$ cat src/rtl/variable_delay_cal.sv
// Delay-line calibration sequencer: sweeps sel, settles, checks a training window, locks or fails.
// Optional VD_CAL_RETRAIN_EN: restart the sweep after err_limit consecutive mismatches while locked.
module variable_delay_cal #(
  parameter int sel_width = 4,
  parameter int width     = 8,
  parameter int settle    = 48,
  parameter int window    = 64,
  parameter int err_limit = 4
) (
  input  logic                 CLK,
  input  logic                 RST,
  input  logic                 ce,
  input  logic                 start,
  input  logic [width-1:0]     din,
  input  logic [width-1:0]     exp,
  output logic [sel_width-1:0] sel,
  output logic                 busy,
  output logic                 locked,
  output logic                 fail
);

  localparam int SCW = $clog2(settle) + 1;
  localparam int MCW = $clog2(window) + 1;

  localparam logic [sel_width-1:0] SEL_MAX  = '1;
  localparam logic [SCW-1:0]       SETTLE_L = SCW'(settle - 1);
  localparam logic [MCW-1:0]       WIN_L    = MCW'(window - 1);

  if (window < 1) begin : g_bad_window
    $error("window must be >= 1");
  end
  if (err_limit < 1) begin : g_bad_err_limit
    $error("err_limit must be >= 1");
  end

  typedef enum logic [2:0] {
    S_IDLE,
    S_SETTLE,
    S_MEASURE,
    S_NEXT,
    S_LOCKED,
    S_FAIL
  } state_t;

  state_t         state;
  logic [SCW-1:0] scnt;
  logic [MCW-1:0] mcnt;
  logic           hit;
  logic           req;
  logic           trip;
  logic           go;

  assign hit = (din == exp);
  assign req = start && (state == S_IDLE ||
                         state == S_LOCKED ||
                         state == S_FAIL);

`ifdef VD_CAL_RETRAIN_EN
  localparam int ECW = $clog2(err_limit) + 1;
  localparam logic [ECW-1:0] ERR_L = ECW'(err_limit - 1);

  logic [ECW-1:0] ecnt;

  assign trip = (state == S_LOCKED) && ce &&
                !hit && (ecnt == ERR_L);

  always_ff @(posedge CLK or negedge RST) begin
    if (!RST) begin
      ecnt <= '0;
    end else if (go || state != S_LOCKED) begin
      ecnt <= '0;
    end else if (ce) begin
      if (hit) ecnt <= '0;
      else     ecnt <= ecnt + ECW'(1);
    end
  end
`else
  assign trip = 1'b0;
`endif

  // A retrain trip behaves exactly like a fresh start request
  assign go = req || trip;

  always_ff @(posedge CLK or negedge RST) begin
    if (!RST) begin
      state  <= S_IDLE;
      sel    <= '0;
      busy   <= 1'b0;
      locked <= 1'b0;
      fail   <= 1'b0;
      scnt   <= '0;
      mcnt   <= '0;
    end else if (go) begin
      state  <= S_SETTLE;
      sel    <= '0;
      busy   <= 1'b1;
      locked <= 1'b0;
      fail   <= 1'b0;
      scnt   <= '0;
      mcnt   <= '0;
    end else begin
      unique case (state)
        S_IDLE, S_LOCKED, S_FAIL: begin
          state <= state;
        end
        S_SETTLE: begin
          if (ce) begin
            scnt <= scnt + SCW'(1);
            if (scnt == SETTLE_L) begin
              state <= S_MEASURE;
              mcnt  <= '0;
            end
          end
        end
        S_MEASURE: begin
          if (ce) begin
            if (!hit) begin
              state <= S_NEXT;
            end else begin
              mcnt <= mcnt + MCW'(1);
              if (mcnt == WIN_L) begin
                state  <= S_LOCKED;
                locked <= 1'b1;
                busy   <= 1'b0;
              end
            end
          end
        end
        S_NEXT: begin
          if (sel == SEL_MAX) begin
            state <= S_FAIL;
            fail  <= 1'b1;
            busy  <= 1'b0;
            sel   <= '0;
          end else begin
            sel   <= sel + sel_width'(1);
            scnt  <= '0;
            state <= S_SETTLE;
          end
        end
        default: begin
          state <= S_IDLE;
        end
      endcase
    end
  end

endmodule
$ cat config.mk
export PLATFORM = sky130hd
export DESIGN_NAME = variable_delay_cal
export DESIGN_NICKNAME = d
export VERILOG_FILES = /design/src/rtl/variable_delay_cal.sv
export SDC_FILE = /design/constraint.sdc
export NUM_CORES = 1
export LEC_CHECK = 0
export CORE_ASPECT_RATIO = 0.75
export CORE_MARGIN = 3
export CORE_UTILIZATION = 51
export CTS_CLUSTER_SIZE = 30
export DETAILED_ROUTE_END_ITERATION = 10
export GPL_ROUTABILITY_DRIVEN = 0
export PLACE_DENSITY = 0.81
export SLEW_MARGIN = 20
export SYNTH_ARGS = -nofsm -noshare
export SYNTH_HDL_FRONTEND = slang
export SYNTH_SLANG_ARGS = --single-unit
$ cat constraint.sdc
create_clock -name CLK -period 2.16 [get_ports CLK]
set_input_delay 0.324 -clock CLK [delete_from_list [all_inputs] [get_ports CLK]]
set_output_delay 0.324 -clock CLK [all_outputs]
set_load 0.05 [all_outputs]
==> impl_metrics.json, run 1 <==
{
  "largest_area_cell": "dfrtp_1",
  "drtIter0Drc": 135,
  "max_freq_mhz": 485.6,
  "hold_class": "input pin to async pin",
  "topCombFamilyByArea": "simple AND/OR/NAND/NOR gates",
  "synthSimpleGateAreaFrac": 0.2239,
  "ff2ff_setup_slack_ns": 0.10,
  "lay_top_count": "clkdlybuf4s50_1",
  "finalClockPeriodUsage": 0.9534,
  "ant_nets": 0,
  "synthToLayoutAreaGrowth_pct": 26.40,
  "viasPerCell": 5.722,
  "wl_met3_microns": 203,
  "grt_usage": 0.2211,
  "comb_cells": 115,
  "gr-usage-met2": 0.3421,
  "grt_setup_unrepaired": "false",
  "hold_viol_final": 0,
  "use_met3": 0.06593,
  "cpPeakStageDelay_ns": 0.55,
  "fin_crit_ns": 2.059,
  "layout.nets": 207,
  "flops": 24,
  "worst_pin_slew_ns": 0.5179,
  "path_class": "flop to flop",
  "synthTopCellsByCount": "24 x dfrtp_1, 15 x nand2_1, 11 x nor2_1",
  "synth-edff-count": 0,
  "slew_violations": 0,
  "inverters": 7,
  "outcome": "complete, no violations",
  "power.leakage_nw": 0.7695,
  "wirelength_microns": 3244,
  "grt_pass1_vias": 1246,
  "root_buffer": "clkbuf_8",
  "finalNonFillerCells": 216,
  "cap_violations": 0,
  "setup_tns_ns": 0,
  "holdWs_ns": 0.4132
}
-- run 1: sequential cells by signal (all words and copies together) (netlist names) --
register,cells
mcnt,7
scnt,7
fail,1
locked,1
busy,1
sel,4
state,3
-- run 1: where the power goes --
group	internal, mW	switching [mW]	total, mW
logic	0.336	0.502	0.837
clock network	0.125	0.144	0.270
registers	0.536	0.112	0.648
total	0.997	0.758	1.76
-- run 1: timing repair --
item | in CTS | in global routing
setup endpoints to repair | 0 | 2
resized | 0 | 0
setup buffers | 0 | 1
-- run 1: through the flow --
| stage | power (mW) | area, sq um |
|---|---|---|
| after global placement | 1.429 | 1724 |
| after floorplan | 1.237 | 1403 |
| after global routing | 1.884 | 1773 |
| after detailed placement | 1.470 | 1724 |
| final | 1.755 | 1773 |
| after CTS | 1.740 | 1765 |
run_1/pinout.png
Pins as bars across the die edge, other pins in gray.
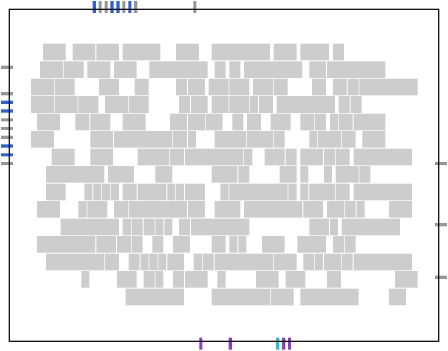
legend:
  sel:
    color: purple
    pins: 4
    direction: output
    edge: south
  fail:
    color: cyan
    pins: 1
    direction: output
    edge: south
  din:
    color: blue
    pins: 8
    direction: input
    edge: 4 north, 4 west
all pins by edge: 10 west, 9 north, 5 south, 3 east
width of the die: 66.56 microns
die y size: 51.42 microns
Port Buffer Count: 26

run_1/clock_wires.png
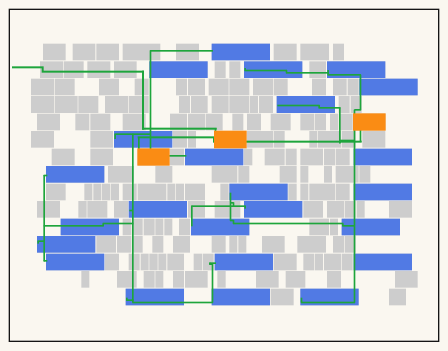
legend:
  flip-flops:
    color: blue
    count: 24
  clock-net drivers:
    color: orange
    count: 3
  clock wires:
    color: green
    length: 325 microns
flops lie: all over the die
routed clock nets: 4
clock share of power: 0.154
Clock Skew: 0.004689 ns
later-pin clock latency in the skew report: 0.27 ns

run_1/class_map.png
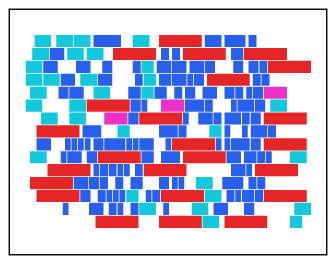
legend:
  registers:
    color: red
    cells: 24
    share_of_their_area: 35%
  remaining buffers and delay cells:
    color: cyan
    cells: 33
    share_of_their_area: 18%
  clock-net drivers:
    color: magenta
    cells: 3
    share_of_their_area: 2.4%
  remaining logic cells:
    color: blue
    cells: 122
    share_of_their_area: 45%
register share of the cell area: 0.3387
row cnt: 15
Finished Core Util: 0.7211
core footprint: 2459 sq um

==> run 1 -> run 2 <==
CAP_MARGIN = 20   (was unset)
run_2/pinout.png
Pins as bars across the die edge, other pins in gray.
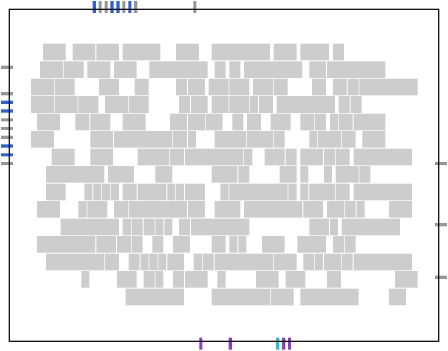
legend:
  fail:
    color: cyan
    pins: 1
    direction: output
    edge: south
  sel:
    color: purple
    pins: 4
    direction: output
    edge: south
  din:
    color: blue
    pins: 8
    direction: input
    edge: 4 north, 4 west

run_2/layers.png
Only two layers are drawn.
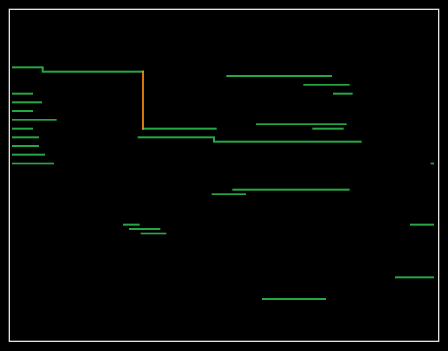
legend:
  M4:
    color: orange
    wire_length: 8.80 microns
  M3:
    color: green
    wire_length: 203 microns
Routed WL per cell: 15.02 microns
Routed WL: 3244 microns
DR vias: 1236

run_2/clock_wires.png
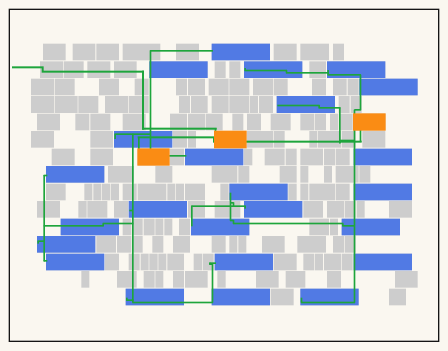
legend:
  clock-net drivers:
    color: orange
    count: 3
  clock wires:
    color: green
    length: 325 microns
  flip-flops:
    color: blue
    count: 24
routed clock nets: 4
power in the clock group: 270 uW

==> run 2 against run 1 <==
Net effect:
- die area is the same
- first-iteration DRC count did not move
- cell area unchanged
- fmax stayed put
- flip-flop count stayed put
- register-to-register slack about the same
- utilization stayed put
- critical path type unchanged
- critical endpoint unchanged
- largest power group unchanged
==> impl_metrics.json, run 2 <==
{
  "outcome": "complete, no violations",
  "ff2ff_setup_slack_ns": 0.10,
  "io_buffers": 26,
  "grt_setup_unrepaired": "false",
  "setup_tns_ns": 0,
  "synthToLayoutAreaGrowth_pct": 26.40,
  "fp.dieW_microns": 66.56,
  "synthSimpleGateAreaFrac": 0.2239,
  "ff_type": "dfrtp_1",
  "drtIter0Drc": 135,
  "worst_pin_slew_ns": 0.5179,
  "cts-resized-gates": 0,
  "grt_usage": 0.2211,
  "cap_violations": 0,
  "post_cts_buffers": 0,
  "topCombFamilyByArea": "simple AND/OR/NAND/NOR gates",
  "p_total_mw": 1.755,
  "die_y_microns": 51.42,
  "use_met3": 0.06593,
  "max_freq_mhz": 485.6,
  "dpl-instance-area_sq_um": 1724,
  "cpPeakStageDelay_ns": 0.55,
  "synth-edff-count": 0,
  "synthTopCellsByCount": "24 x dfrtp_1, 15 x nand2_1, 11 x nor2_1",
  "postLayoutCellArea_sq_um": 1773,
  "num_rows": 15,
  "root_buffer": "clkbuf_8",
  "synth-async-reset-ratio": 1.000,
  "fin_crit_ns": 2.059,
  "fp.coreArea_sq_um": 2459,
  "layout.nets": 207,
  "fill_cells": 179,
  "yosysChipArea_sq_um": 1403,
  "slew_violations": 0,
  "largest_area_cell": "dfrtp_1",
  "largestRegisters": "mcnt: 7 flops, scnt: 7 flops, sel: 4 flops",
  "path_class": "flop to flop",
  "finalClockPeriodUsage": 0.9534,
  "power.leakage_nw": 0.7695,
  "lay_top_count": "clkdlybuf4s50_1",
  "holdWs_ns": 0.4132,
  "gr-usage-met2": 0.3421,
  "grt_pass1_vias": 1246,
  "hold_class": "input pin to async pin",
  "viasPerCell": 5.722,
  "wl_met3_microns": 203,
  "finalNonFillerCells": 216,
  "startpoint": "scnt[0]"
}
==> run 2: cell counts in the layout (fill, tap and decap cells not counted) <==
Identical to the previous run, type by type.
==> run 2: area by class of cell <==
cell class	instances	area, sq um	area share
clock buffers	3	41.29	0.02329
repair buffers	33	312.8	0.1764
multi-input cells	115	748.2	0.4220
well taps	34	42.54	0.02399
flip-flops and latches	24	600.6	0.3387
inverters	7	27.53	0.01553
==> run 2: cell families after synthesis <==
| group | Yosys count |
|---|---|
| simple gates | 59 |
| compound gates | 37 |
| flops | 24 |
| xor+xnor | 13 |
| buf+inv | 10 |
| mux | 3 |
| fa+ha+maj | 3 |
==> run 2: power breakdown <==
group | switching (mW) | internal (mW) | total, mW
clock | 0.144 | 0.125 | 0.270
sequential | 0.112 | 0.536 | 0.648
combinational | 0.502 | 0.336 | 0.837
run_2/class_map.png
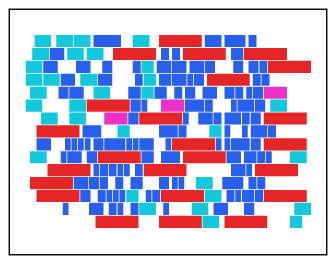

==> run 2 -> run 3 <==
CORE_UTILIZATION = 55   (was 51)
PLACE_DENSITY = 0.86   (was 0.81)
clock period = 2.5 ns   (was 2.16 ns; I/O delays follow)
run_3/class_map.png
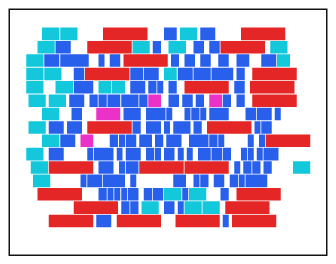
legend:
  clock drivers and dummy loads:
    color: magenta
    cells: 4
    share_of_their_area: 2.1%
  remaining buffers and delay cells:
    color: cyan
    cells: 30
    share_of_their_area: 17%
  remaining logic cells:
    color: blue
    cells: 122
    share_of_their_area: 46%
  registers:
    color: red
    cells: 24
    share_of_their_area: 35%
Finished Core Util: 0.7381
core footprint: 2365 sq um

run_3/layers.png
Only two layers are drawn.
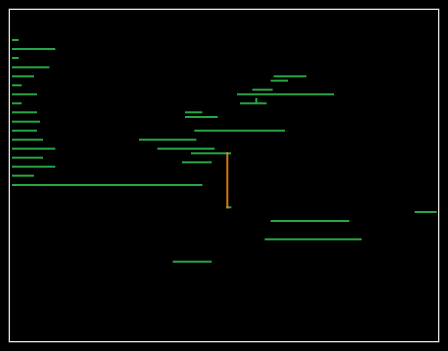
legend:
  M3:
    color: green
    wire_length: 194 microns
  M4:
    color: orange
    wire_length: 8.20 microns
total track usage: 0.2143
Routed WL per cell: 14.94 microns
DR vias: 1240
Routed WL: 3198 microns

run_3/pinout.png
Pins as bars across the die edge, other pins in gray.
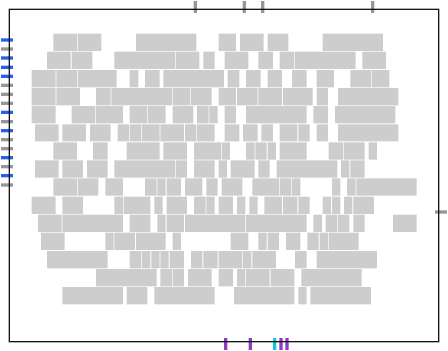
legend:
  din:
    color: blue
    pins: 8
    direction: input
    edge: west
  fail:
    color: cyan
    pins: 1
    direction: output
    edge: south
  sel:
    color: purple
    pins: 4
    direction: output
    edge: south
width of the die: 64.31 microns
die y size: 49.74 microns

==> run 3 against run 2 <==
Net effect:
- utilization up 1.7 points
- wire length down 1.4%
- non-clock buffer count down 3
- global-route usage down 0.68 points
- cell area down 1.6%
- flip-flop count unchanged
- count of clock-buffer cells in the layout up 1
==> impl_metrics.json, run 3 <==
{
  "outcome": "complete, no violations",
  "fill_cells": 205,
  "use_met3": 0.05239,
  "layout.nets": 204,
  "cap_violations": 0,
  "ff2ff_setup_slack_ns": 0.38,
  "io_buffers": 26,
  "setup_tns_ns": 0,
  "postLayoutCellArea_sq_um": 1745,
  "largest_area_cell": "dfrtp_1",
  "dpl-instance-area_sq_um": 1709,
  "buf_share": 0.1663,
  "inverters": 7,
  "n_clock_buffer": 4,
  "taps": 34,
  "powerSeq_uw": 561,
  "cpPeakStageDelay_ns": 0.54,
  "clkPwrFrac": 0.141,
  "n_all_buffers": 30,
  "power_leader": "combinational cells",
  "startpoint": "scnt[0]",
  "flops": 24,
  "synth-async-reset-ratio": 1.000,
  "comb-cell-share": 0.4287
}
==> run 3: netlist changes by cell type in the layout (fill, tap and decap cells not counted) <==
cell and delta:
clkbuf_8 -2, clkbuf_4 +3, buf_4 -3
==> run 3: kinds of logic (layout without fill, tap and decap cells) <==
kind of cell | count (synthesis) | count (layout) | synth area share
AND/OR/NAND/NOR | 59 | 59 | 0.2239
AND-OR/OR-AND | 37 | 37 | 0.1731
flip-flops | 24 | 24 | 0.4282
XOR/XNOR | 13 | 13 | 0.08654
buffers and inverters | 10 | 41 | 0.03835
adder cells (fa/ha/maj) | 3 | 3 | 0.02676
multiplexers | 3 | 3 | 0.02319

==> notes/layouts.md <==
Pictures saved along the way, in no particular order.

Congestion heat map.
Plate I
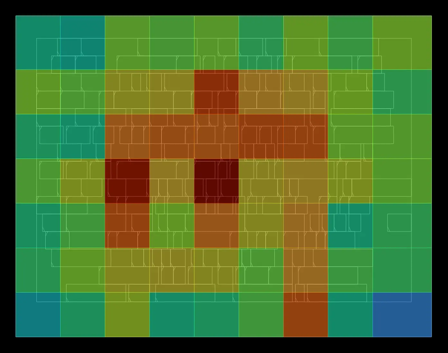
Plate II
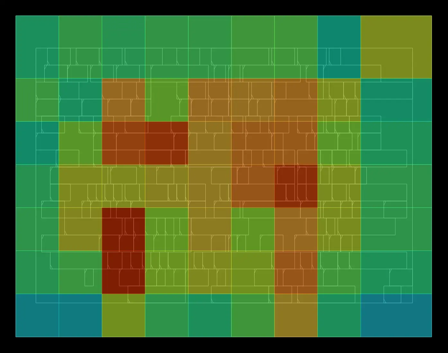
| from | picture |
|---|---|
| run 3 | Plate I |
| run 1 | Plate II |

Power and IR drop assume default switching activity.
